<file path="config.mk">
export PLATFORM = sky130hd
export DESIGN_NAME = side_buf_ctrl
export DESIGN_NICKNAME = d
export VERILOG_FILES = /design/src/rtl/side_buf_ctrl.sv
export SDC_FILE = /design/constraint.sdc
export NUM_CORES = 1
export LEC_CHECK = 0
export CAP_MARGIN = 20
export CORE_MARGIN = 3
export CORE_UTILIZATION = 30
export DETAILED_ROUTE_END_ITERATION = 7
export GPL_TIMING_DRIVEN = 0
export PLACE_DENSITY = 0.52
export SETUP_SLACK_MARGIN = 0.4
export SLEW_MARGIN = 20
export SYNTH_ARGS = -nofsm -noshare
export SYNTH_HDL_FRONTEND = slang
export SYNTH_SLANG_ARGS = --single-unit
export TNS_END_PERCENT = 100
</file>
<file path="constraint.sdc">
create_clock -name clk -period 1.8 [get_ports clk]
set_input_delay 0.36 -clock clk [delete_from_list [all_inputs] [get_ports clk]]
set_output_delay 0.36 -clock clk [all_outputs]
set_load 0.005 [all_outputs]
</file>
<file path="src/rtl/side_buf_ctrl.sv">
// MinBD side buffer: storage FIFO with redirect/deflect write arbitration, inject-stage pop,
// and full/empty/starve flags. Optional `SIDE_BUF_STATS_EN adds hwm and starve_events outputs.
module side_buf_ctrl #(
   parameter int DATA_W        = 64,
   parameter int DEPTH         = 4,
   parameter int STARVE_THRESH = 2,
   parameter int STARVE_W      = 4
) (
   input  logic                  clk,
   input  logic                  n_rst,
   input  logic [DATA_W-1:0]     din_redirect,
   input  logic                  redirect_gnt,
   input  logic [DATA_W-1:0]     din_eject,
   input  logic                  deflect_to_side_buf_vld,
   input  logic                  inject_gnt,
   output logic [DATA_W-1:0]     dout_inject,
   output logic                  starve,
   output logic                  full,
   output logic                  empty,
   output logic                  wr_collide,
   output logic                  overflow
`ifdef SIDE_BUF_STATS_EN
   ,
   output logic [$clog2(DEPTH):0] hwm,
   output logic [15:0]            starve_events
`endif
);

   localparam int AW    = $clog2(DEPTH);
   localparam int CNT_W = AW + 1;

   logic [DATA_W-1:0]   mem [DEPTH];
   logic [AW-1:0]       rd_ptr;
   logic [AW-1:0]       wr_ptr;
   logic [CNT_W-1:0]    count;
   logic [CNT_W-1:0]    count_next;
   logic [STARVE_W-1:0] starve_cnt;
   logic [STARVE_W-1:0] starve_cnt_next;

   logic              wr_req;
   logic              do_wr;
   logic              do_rd;
   logic [DATA_W-1:0] wr_data;

   // Flags come only from registered state so nothing downstream sees an input-to-flag path.
   assign full        = (count == CNT_W'(DEPTH));
   assign empty       = (count == '0);
   assign starve      = (starve_cnt >= STARVE_W'(STARVE_THRESH));
   assign dout_inject = mem[rd_ptr];

   assign wr_req  = redirect_gnt | deflect_to_side_buf_vld;
   assign wr_data = redirect_gnt ? din_redirect : din_eject;
   assign do_wr   = wr_req & ~full;
   assign do_rd   = inject_gnt & ~empty;

   always_comb begin
      count_next = count;
      case ({do_wr, do_rd})
         2'b10:   count_next = count + CNT_W'(1);
         2'b01:   count_next = count - CNT_W'(1);
         default: count_next = count;
      endcase
   end

   always_comb begin
      starve_cnt_next = starve_cnt;
      if (empty || inject_gnt)
         starve_cnt_next = '0;
      else if (starve_cnt != '1)
         starve_cnt_next = starve_cnt + STARVE_W'(1);
   end

   always_ff @(posedge clk or negedge n_rst) begin
      if (!n_rst) begin
         for (int i = 0; i < DEPTH; i++) mem[i] <= '0;
      end else if (do_wr) begin
         mem[wr_ptr] <= wr_data;
      end
   end

   always_ff @(posedge clk or negedge n_rst) begin
      if (!n_rst) begin
         rd_ptr     <= '0;
         wr_ptr     <= '0;
         count      <= '0;
         starve_cnt <= '0;
         wr_collide <= 1'b0;
         overflow   <= 1'b0;
      end else begin
         if (do_wr) wr_ptr <= wr_ptr + AW'(1);
         if (do_rd) rd_ptr <= rd_ptr + AW'(1);
         count      <= count_next;
         starve_cnt <= starve_cnt_next;
         wr_collide <= wr_collide | (redirect_gnt & deflect_to_side_buf_vld);
         overflow   <= overflow | (wr_req & full);
      end
   end

`ifdef SIDE_BUF_STATS_EN
   logic starve_next;
   assign starve_next = (starve_cnt_next >= STARVE_W'(STARVE_THRESH));

   // hwm tracks the next count so it agrees with count on the same cycle.
   always_ff @(posedge clk or negedge n_rst) begin
      if (!n_rst) begin
         hwm           <= '0;
         starve_events <= '0;
      end else begin
         if (count_next > hwm) hwm <= count_next;
         if (starve_next && !starve && starve_events != 16'hFFFF)
            starve_events <= starve_events + 16'd1;
      end
   end
`endif

endmodule
</file>
==> notes.md <==
impl run done, here's what came out: gate count of the mapped netlist 753, average footprint of a synthesized cell ~17 µm², combinational fraction of design power 0.566, f_max 0.402 GHz, #FFs+latches synth around 270, Chip Width approximately 210 µm, delay-heaviest family, CP buffers and inverters, stage-log warning count 33, maximum fanout along the worst path 6, post-placement worst setup slack -848 ps, peak per-stage delay on the critical path 440 ps, fraction of synthesized cell area in xor and xnor cells 0.00488, Multi-input comb cells 427, yosys aoi share 0.00348, flip-flop and latch area between 6000 and 7000 µm², number of tap cells inserted 532, leak pwr around 8.7 nW, non-clock buffer share of cell area 0.256, library cell occupying the most area in the post-synthesis netlist dfrtp_1, power attributed to sequential cells 0.0108 W, most frequent cell after synthesis mux2_2, number of ordinary inverters in the final layout 8, met1 capacity usage during global routing 0.230, final worst setup slack -691 ps, WS Path Type flip-flop to primary output, maximum resistive drop on vdd roughly 0.78 mV, slowest cell on the critical path dfrtp_2, initial antenna violation count 0, number of global-route vias before repair about 8800, Hold Violations, Final 0, Top Metal Used met4, violated checks setup timing, result of the run complete, but fails checks, largest net degree at the start of global routing approximately 91, total of warnings raised by yosys 0, CP cell instances buf_12 -> buf_12 -> buf_16 -> buf_6 -> mux4_2 -> buf_6, setup tns final -59450 ps, Startpoint Class flip-flop, number of nets in the finished design between 1000 and 1500, Top logic family multiplexers, NetSw between 0.01 and 0.015 W, final weighted congestion in routability-driven placement 0.687, final count of negative-setup-slack endpoints slightly above 300, sequential element share of the synthesized area 0.536, WL final 36100 µm
-- worst paths after layout --
check / start / to / slack [ps]
setup / recovery: rd_ptr[0] / dout_inject[49] / -690
hold / removal: n_rst / mem[138] / 270
setup reg to reg: count[1] / mem[124] / -180
hold reg to reg: overflow / overflow / 480
max in group asynchronous: n_rst / rd_ptr[0] / 600
min in group clk: overflow / overflow / 480
-- cells in the final DEF (no fill, tap or decap), types with 2 or more instances in the layout --
cell type,Yosys,final
buf_6,28,73
nor2_1,5,3
buf_8,0,9
clkbuf_16,0,33
buf_12,0,72
ha_1,7,4
clkbuf_1,5,9
clkdlybuf4s50_1,0,130
clkbuf_8,0,7
nand2_1,2,2
nor3b_4,1,5
buf_16,0,34
clkdlybuf4s15_2,0,2
dfrtp_1,269,265
dlygate4sd2_1,0,2
nor2_4,0,2
nor3_1,3,2
xor2_1,3,2
inv_2,0,3
mux4_2,64,64
dfrtp_2,0,4
buf_4,0,15
bufinv_16,0,5
clkinv_2,0,6
inv_1,8,5
ha_2,0,2
clkbuf_2,0,5
buf_2,13,44
mux2_2,321,98
xnor2_1,4,4
mux2_4,0,223
-- per-stage QoR --
step | std cells | cell area, µm²
global placement | 1486 | 15300
CTS | 1673 | 19300
floorplan | 753 | 12700
finish | 1686 | 20000
detailed placement | 1489 | 15400
global route | 1686 | 20000
-- what timing repair did --
| action | CTS | global route |
|---|---|---|
| buffers inserted | 90 | 11 |
| gates resized | 597 | 131 |
| hold buffers | 1 | 0 |
| pin swaps | 12 | 8 |
| gates cloned | 35 | 2 |
| setup endpoints to repair | 330 | 401 |
| hold endpoints to repair | 46 | 0 |
-- flip-flops by register name, summed over array words and instances (netlist names) --
register / cells
wr_collide: 1
rd_ptr: 2
count: 3
starve_cnt: 4
overflow: 1
mem: 256
wr_ptr: 2
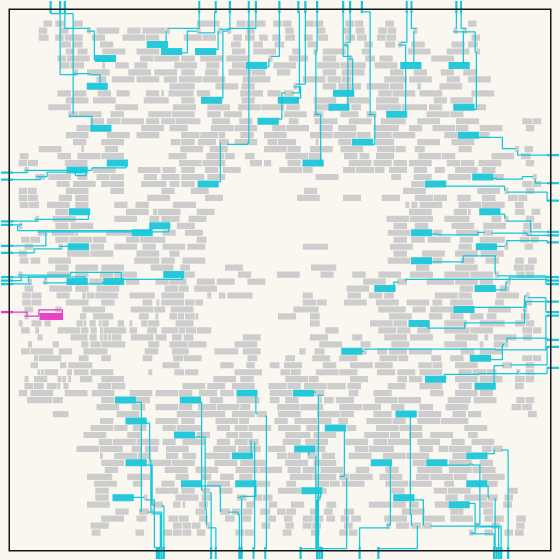
*Wires at chosen ports, followed through buffers*
| color | port | direction | end cells | buffers | wire |
|---|---|---|---|---|---|
| cyan | dout_inject | output | 64 | 64 | 2870 µm |
| magenta | wr_collide | output | 1 | 1 | 25.9 µm |
# port buffers: 201
IO Pins: 202

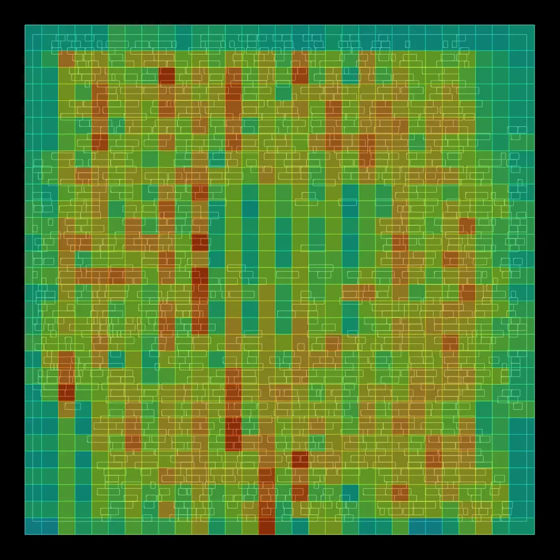
*Congestion heat map*
overall global routing resource usage: 0.161
global-route met3 utilization: 0.0186
Wirelength per Cell: 21.4 µm
final cell utilization of the core: 0.487

Power figures rest on the tool's default switching activity, not on a simulated workload.
